==> config.mk <==
export PLATFORM = sky130hd
export DESIGN_NAME = ifu_prefetch
export DESIGN_NICKNAME = d
export VERILOG_FILES = /design/src/rtl/ifu_prefetch.sv
export SDC_FILE = /design/constraint.sdc
export NUM_CORES = 1
export LEC_CHECK = 0
export CAP_MARGIN = 20
export CORE_MARGIN = 5
export CORE_UTILIZATION = 59
export CTS_BUF_LIST = sky130_fd_sc_hd__clkbuf_4 sky130_fd_sc_hd__clkbuf_8
export DETAILED_ROUTE_END_ITERATION = 10
export PLACE_DENSITY_LB_ADDON = 0.05
export SYNTH_ARGS = -nofsm -noshare
export SYNTH_HDL_FRONTEND = slang
export SYNTH_SLANG_ARGS = --single-unit
==> constraint.sdc <==
create_clock -name clk -period 3.35 [get_ports clk]
set_input_delay 0.5025 -clock clk [delete_from_list [all_inputs] [get_ports clk]]
set_output_delay 0.5025 -clock clk [all_outputs]
set_load 0.01 [all_outputs]
==> src/rtl/ifu_prefetch.sv <==
// Instruction prefetch unit: sequential fetch over req/gnt/rvalid memory port, prefetch FIFO, redirect flush.
// Optional macro IFU_MISALIGN_CHECK_EN halts fetch and flags fetch_misalign on a misaligned redirect.
module ifu_prefetch #(
   parameter int unsigned       ADDR_W     = 32,
   parameter int unsigned       INST_W     = 32,
   parameter logic [ADDR_W-1:0] RESET_PC   = ADDR_W'(32'h8000_0000),
   parameter int unsigned       PC_STEP    = 4,
   parameter int unsigned       FIFO_DEPTH = 4
) (
   input  logic              clk,
   input  logic              rst_n,
   output logic              imem_req,
   output logic [ADDR_W-1:0] imem_addr,
   input  logic              imem_gnt,
   input  logic              imem_rvalid,
   input  logic [INST_W-1:0] imem_rdata,
   output logic              inst_valid,
   input  logic              inst_ready,
   output logic [INST_W-1:0] inst_o,
   output logic [ADDR_W-1:0] inst_pc,
   input  logic              redirect_valid,
   input  logic [ADDR_W-1:0] redirect_pc,
   output logic              fetch_misalign
);

   localparam int unsigned PTR_W = (FIFO_DEPTH > 1) ? $clog2(FIFO_DEPTH) : 1;
   localparam int unsigned CNT_W = $clog2(FIFO_DEPTH + 1);
   localparam int unsigned SUM_W = CNT_W + 1;

   typedef struct packed {
      logic [ADDR_W-1:0] pc;
      logic [INST_W-1:0] inst;
   } entry_t;

   logic [ADDR_W-1:0] fetch_pc_q, fetch_pc_d;
   logic [ADDR_W-1:0] resp_pc_q, resp_pc_d;
   logic [CNT_W-1:0]  outst_q, outst_d;
   logic [CNT_W-1:0]  discard_q, discard_d;
   logic [CNT_W-1:0]  count_q, count_d;
   logic [PTR_W-1:0]  wptr_q, wptr_d;
   logic [PTR_W-1:0]  rptr_q, rptr_d;
   entry_t            mem_q [FIFO_DEPTH];

   logic credit_ok_c, halt_c, fire_c, drop_c, push_c, pop_c;
   entry_t head_c;

`ifdef IFU_MISALIGN_CHECK_EN
   logic halted_q, halted_d;

   // Misaligned redirect parks the fetcher until an aligned redirect arrives
   always_comb begin
      halted_d = halted_q;
      if (redirect_valid) halted_d = (redirect_pc[1:0] != 2'b00);
   end

   always_ff @(posedge clk or negedge rst_n) begin
      if (!rst_n) halted_q <= 1'b0;
      else        halted_q <= halted_d;
   end

   assign halt_c         = halted_q;
   assign fetch_misalign = halted_q;
`else
   assign halt_c         = 1'b0;
   assign fetch_misalign = 1'b0;
`endif

   // Credits cover both buffered entries and in-flight requests, so the FIFO cannot overflow
   assign credit_ok_c = (SUM_W'(count_q) + SUM_W'(outst_q)) < SUM_W'(FIFO_DEPTH);
   assign imem_req    = !redirect_valid && credit_ok_c && !halt_c;
   assign imem_addr   = fetch_pc_q;
   assign fire_c      = imem_req && imem_gnt;
   assign drop_c      = (discard_q != '0);
   assign push_c      = imem_rvalid && !drop_c && !redirect_valid;

   assign head_c      = mem_q[rptr_q];
   assign inst_valid  = (count_q != '0) && !redirect_valid;
   assign inst_o      = (count_q != '0) ? head_c.inst : '0;
   assign inst_pc     = (count_q != '0) ? head_c.pc : '0;
   assign pop_c       = inst_valid && inst_ready;

   always_comb begin
      fetch_pc_d = fetch_pc_q;
      resp_pc_d  = resp_pc_q;
      outst_d    = outst_q;
      discard_d  = discard_q;
      count_d    = count_q;
      wptr_d     = wptr_q;
      rptr_d     = rptr_q;

      if (fire_c) fetch_pc_d = fetch_pc_q + ADDR_W'(PC_STEP);

      case ({fire_c, imem_rvalid})
         2'b10:   outst_d = outst_q + CNT_W'(1);
         2'b01:   outst_d = outst_q - CNT_W'(1);
         default: outst_d = outst_q;
      endcase

      if (imem_rvalid && drop_c) discard_d = discard_q - CNT_W'(1);

      if (push_c) begin
         resp_pc_d = resp_pc_q + ADDR_W'(PC_STEP);
         wptr_d    = wptr_q + PTR_W'(1);
      end
      if (pop_c) rptr_d = rptr_q + PTR_W'(1);

      case ({push_c, pop_c})
         2'b10:   count_d = count_q + CNT_W'(1);
         2'b01:   count_d = count_q - CNT_W'(1);
         default: count_d = count_q;
      endcase

      // Redirect: every request still in flight becomes stale, including one answered this cycle
      if (redirect_valid) begin
         fetch_pc_d = redirect_pc;
         resp_pc_d  = redirect_pc;
         discard_d  = outst_q - CNT_W'(imem_rvalid);
         count_d    = '0;
         wptr_d     = '0;
         rptr_d     = '0;
      end
   end

   always_ff @(posedge clk or negedge rst_n) begin
      if (!rst_n) begin
         fetch_pc_q <= RESET_PC;
         resp_pc_q  <= RESET_PC;
         outst_q    <= '0;
         discard_q  <= '0;
         count_q    <= '0;
         wptr_q     <= '0;
         rptr_q     <= '0;
      end else begin
         fetch_pc_q <= fetch_pc_d;
         resp_pc_q  <= resp_pc_d;
         outst_q    <= outst_d;
         discard_q  <= discard_d;
         count_q    <= count_d;
         wptr_q     <= wptr_d;
         rptr_q     <= rptr_d;
      end
   end

   // FIFO storage, written on accepted responses
   always_ff @(posedge clk or negedge rst_n) begin
      if (!rst_n) begin
         for (int i = 0; i < int'(FIFO_DEPTH); i++) mem_q[i] <= '0;
      end else if (push_c) begin
         mem_q[wptr_q] <= '{pc: resp_pc_q, inst: imem_rdata};
      end
   end

endmodule

==> metrics.yaml, run 1 <==
run:
  max_cap_violations: 0
  warnings: 30
power_and_ir_drop:
  p_leak_nw: 8.52
  vdd_ir_drop_max_mv: 0.348
  finalPower_mw: 14.2
logic_synthesis:
  top_area_cell: "dfrtp_1"
  yosysWarnings: 0
  syn_area_per_cell_um2: 13.8
  topCellsByArea: "dfrtp_1 52%, mux2_2 20%, mux4_2 9.1%"
  synth_nets: 1231
  ys_sh_aoi: 0.0185
  ys_sh_mux: 0.293
  yosysMostFrequentCell: "dfrtp_1"
  yosys-stat-area_um2: 15800
  synth-edff-count: 0
  synth_cell_types: 52
  synth_cells: 1146
  yosys_cells: 1146
timing:
  hold_violations: 0
  slew_headroom: 0.354
  post-route-min-period_ns: 3.18
  tightestPinTransition_ns: 0.960
  setup_violations: 0
  tns_ns: 0
  setup_slack_ns: 0.172
  fin_skew_ns: 0.0161
place:
  dpl.hpwl_mm: 22.1
  dpl-instance-area_um2: 18000
  pre_cts_ws_ns: 0.443
  port_buffers: 167
  dp_cells: 1608
setup_path:
  cp_max_fo: 22
  reg2reg_depth: 10
  startpoint: "rptr_q[1]$_DFFE_PN0P_"
  r2r_start: "count_q[2]$_DFFE_PN0P_"
  r2r_slack_ns: 0.63
  worstPathArrival_ns: 2.68
  worstReg2RegEnd: "outst_q[2]$_DFFE_PN0P_"
  crit_type: "reg2out"
die:
  dieHeight_um: 174
  die_width_um: 174
  dieArea_um2: 30200
  core_um2: 26700
  pin_count: 169
  taps: 341
  rows: 60
layout:
  fin_cells: 1700
  nets: 1411
  area_delta_synth_final_pct: 20.8
  final_cell_mix: "329 x dfrtp_1, 282 x mux2_2, 166 x clkdlybuf4s50_1"
  seq_cell_count: 333
  clkbuf_count: 84
  diodes: 0
  seq_share: 0.436
  largest_cell_class: "sequential cells"
  combGateArea_um2: 7150
  top_register: "mem_q"
  buffers_excl_clock: 195
  regArea_um2: 8340
  buffer_area_frac: 0.105
  utilization: 0.716
  clkCellAreaFrac: 0.0605
  logic_gate_count: 726
clocking:
  ctsLongestPathBuffers: 3
  cts_buffers: 55
  cts_num_sinks: 333
  htreeDepth: 2
  post_cts_buffers: 0
  insertion_delay_ns: 0.57
  ctsResizeCount: 0
  clk_pin_slew_ns: 0.06
  cts-root-buf: "clkbuf_8"
  postCtsHoldBufs: 1
global_routing:
  grt_max_degree: 91
  grt_pass1_vias: 10800
  track_usage: 0.230
  antenna_found_initial: 0
min_path:
  hp-class: "reg2reg"
  hold_end: "mem_q[33]$_DFFE_PN0P_"
route:
  wl_per_cell_um: 20.0
  drt_iter0_markers: 429
  viasPerCell: 5.83
  dr_total_vias: 9913
  finalWirelength_mm: 34.0
outcome:
  outcome: "completed"
==> run 1: critical path, cell delays in order, from the launching register on <==
cell and delay [ns]:
dfrtp_2 0.80, buf_4 0.33, mux4_2 0.33, nor2b_1 0.14, clkdlybuf4s50_1 0.49
==> run 1: per-layer routing <==
metal | up-vias | routed length (µm) | global-route usage | part of all wire
met5 | - | 0 | 0 | 0
met3 | 47 | 1750 | 0.0447 | 0.052
met4 | 0 | 539 | 0.0495 | 0.016
met2 | 253 | 16100 | 0.364 | 0.47
li1 | 4521 | - | - | -
met1 | 5092 | 15600 | 0.336 | 0.46
==> run 1: power breakdown <==
part	switching (mW)	total [mW]	leakage [nW]	internal, mW
clock	1.53	3.70	0.605	2.16
combinational	2.03	4.93	3.58	2.90
sequential	0.619	5.57	4.34	4.95
total	4.18	14.2	8.52	10.0
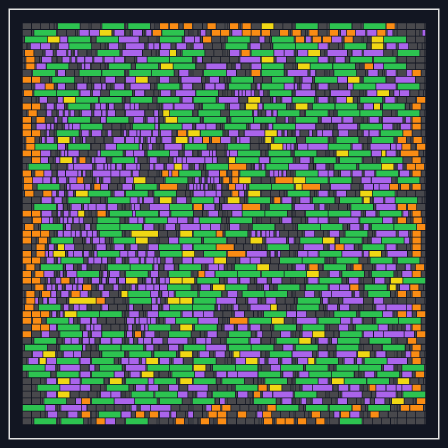
(run_1/cell_classes.png)
Fill, decap, tap and diode cells in gray.
Key: yellow = clock drivers and dummy loads [cells 90, share of their area 6.2%]; green = flip-flops [cells 333, share of their area 45%]; purple = all other logic [cells 741, share of their area 39%]; orange = other buffers and delay cells [cells 195, share of their area 11%]

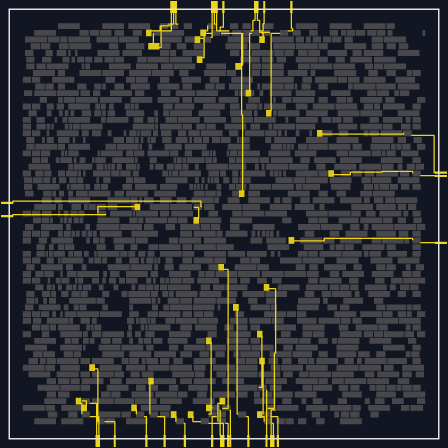
(run_1/port_nets.png)
Key: yellow = inst_pc [bits 32, direction output, end cells 32, wire 1080 µm]

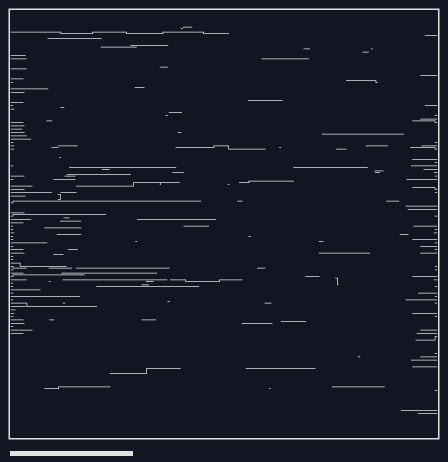
(run_1/met3.png)
The bar under the picture is 50 µm long.
The longest straight run is 76.4 µm. The wires run mostly horizontal. The layer holds 5.1% of the routed length. The layer carries 1750 µm of wire.

==> run_1/met2.png <==
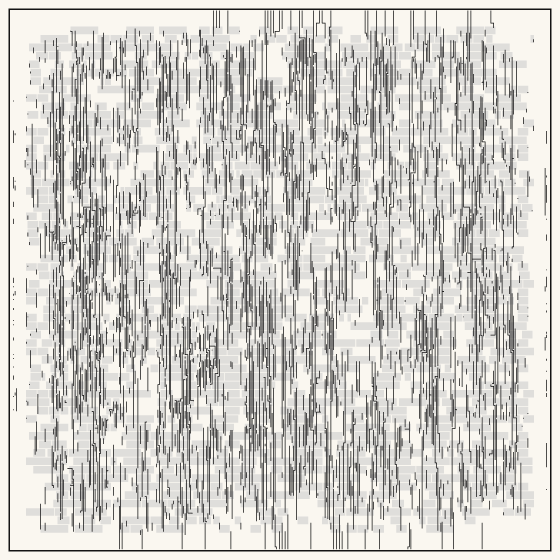

==> run 2, diff against run 1 <==
--- a/config.mk
+++ b/config.mk
@@ -10,6 +10,7 @@
 export CORE_UTILIZATION = 59
 export CTS_BUF_LIST = sky130_fd_sc_hd__clkbuf_4 sky130_fd_sc_hd__clkbuf_8
 export DETAILED_ROUTE_END_ITERATION = 10
+export GPL_TIMING_DRIVEN = 0
 export PLACE_DENSITY_LB_ADDON = 0.05
 export SYNTH_ARGS = -nofsm -noshare
 export SYNTH_HDL_FRONTEND = slang
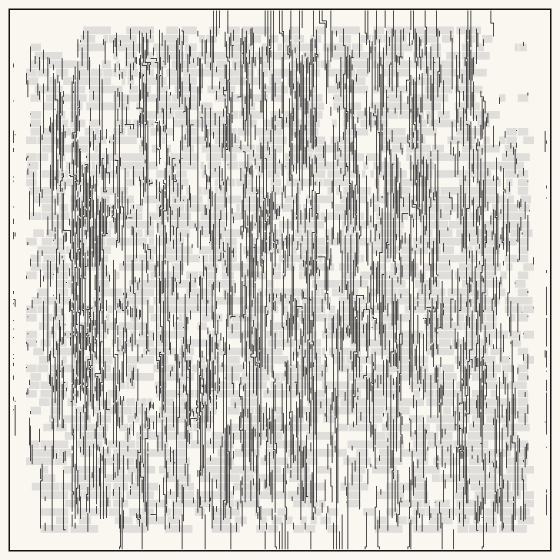
(run_2/met2.png)
The wires run mostly vertical. 1313 nets have wire on it. The layer carries 17500 µm of wire.

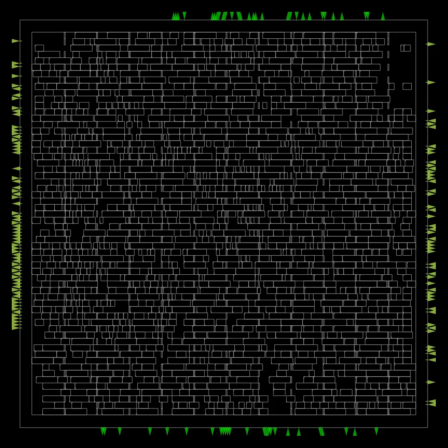
(run_2/final_placement.png)
flop share of the area: 0.432
# rows: 60
final cell count without fillers: 1756

==> metrics.yaml, run 2 <==
timing:
  setup_violations: 0  # unchanged
  tns_ns: 0  # unchanged
  fin_skew_ns: 0.0190  # +0.00287 ns
layout:
  nets: 1457  # +3.3%
  utilization: 0.722  # +0.00576
  logic_gate_count: 726  # unchanged
  regArea_um2: 8340  # about the same
  largest_cell_class: "sequential cells"
  diodes: 0  # unchanged
  buffers_excl_clock: 242  # +24%
logic_synthesis:
  ys_sh_aoi: 0.0185  # unchanged
  synth_cell_types: 52  # unchanged
  yosysWarnings: 0  # unchanged
  syn_area_per_cell_um2: 13.8  # unchanged
  yosys_cells: 1146  # unchanged
  synth-edff-count: 0  # unchanged
  yosys-stat-area_um2: 15800  # unchanged
  topCellsByArea: "dfrtp_1 52%, mux2_2 20%, mux4_2 9.1%"
  yosysMostFrequentCell: "dfrtp_1"
  top_area_cell: "dfrtp_1"
route:
  wl_met1_mm: 15.9  # +1.5%
  finalWirelength_mm: 36.0  # +5.7%
  dr_total_vias: 10200  # +2.4%
  viasPerCell: 5.78  # -0.86%
  wl_met2_mm: 17.5  # +9.0%
  drt_iter0_markers: 588  # +37%
setup_path:
  crit_type: "reg2out"
  r2r_slack_ns: 0.51  # -0.12 ns
  cp.buffers_inverters: 3  # +1
  cpPeakStageDelay_ns: 0.51  # -0.29 ns
place:
  dp_cells: 1656  # +3.0%
  dpl-instance-area_um2: 18000  # +0.30%
  pre_cts_ws_ns: -0.0714  # -0.514 ns
clocking:
  cts_buffers: 54  # -1.8%
  insertion_delay_ns: 0.57  # about the same
  cts_num_sinks: 333  # unchanged
  cts-root-buf: "clkbuf_8"
  htreeDepth: 2  # unchanged
power_and_ir_drop:
  p_leak_nw: 8.62  # +1.1%
  clkPwrFrac: 0.266  # +0.006
  finalPower_mw: 14.4  # +1.4%
  internal-power_mw: 10.1  # +0.69%
  p_switching_mw: 4.30  # +3.0%
  p_sw_frac: 0.299  # +0.00479
  power_leader: "registers"
min_path:
  hp-class: "in2reg"
die:
  pin_count: 169  # unchanged
  taps: 341  # unchanged
  die_width_um: 174  # unchanged
  core_um2: 26700  # unchanged
global_routing:
  grt_max_degree: 99  # +8.8%
  track_usage: 0.241  # +0.0115
  grt.met1_usage: 0.336  # about the same
  top_usage_layer: "met2"
  grt_pass1_vias: 10900  # +1.2%
  met3_usage: 0.0451  # +0.000436
outcome:
  outcome: "completed"
## run 2: worst paths after layout
kind	startpoint	endpoint	cells after the start
setup / recovery	count_q[1]$_DFFE_PN0P_	inst_pc[13]	5
hold / removal	redirect_valid	imem_addr[19]$_DFFE_PN0P_	2
setup reg to reg	count_q[2]$_DFFE_PN0P_	imem_addr[26]$_DFFE_PN0P_	6
hold reg to reg	mem_q[32]$_DFFE_PN0P_	mem_q[32]$_DFFE_PN0P_	2
max in group asynchronous	rst_n	mem_q[161]$_DFFE_PN0P_	3
min in group asynchronous	rst_n	mem_q[204]$_DFFE_PN0P_	2
## run 2: what timing repair did
item | in CTS | in global routing
setup endpoints to repair | 64 | 20
resized | 20 | 4
endpoints found under the hold margin | 67 | 0
hold buffers | 1 | 0
pin swaps | 0 | 0
setup buffers | 0 | 0
Power and IR drop assume default switching activity.
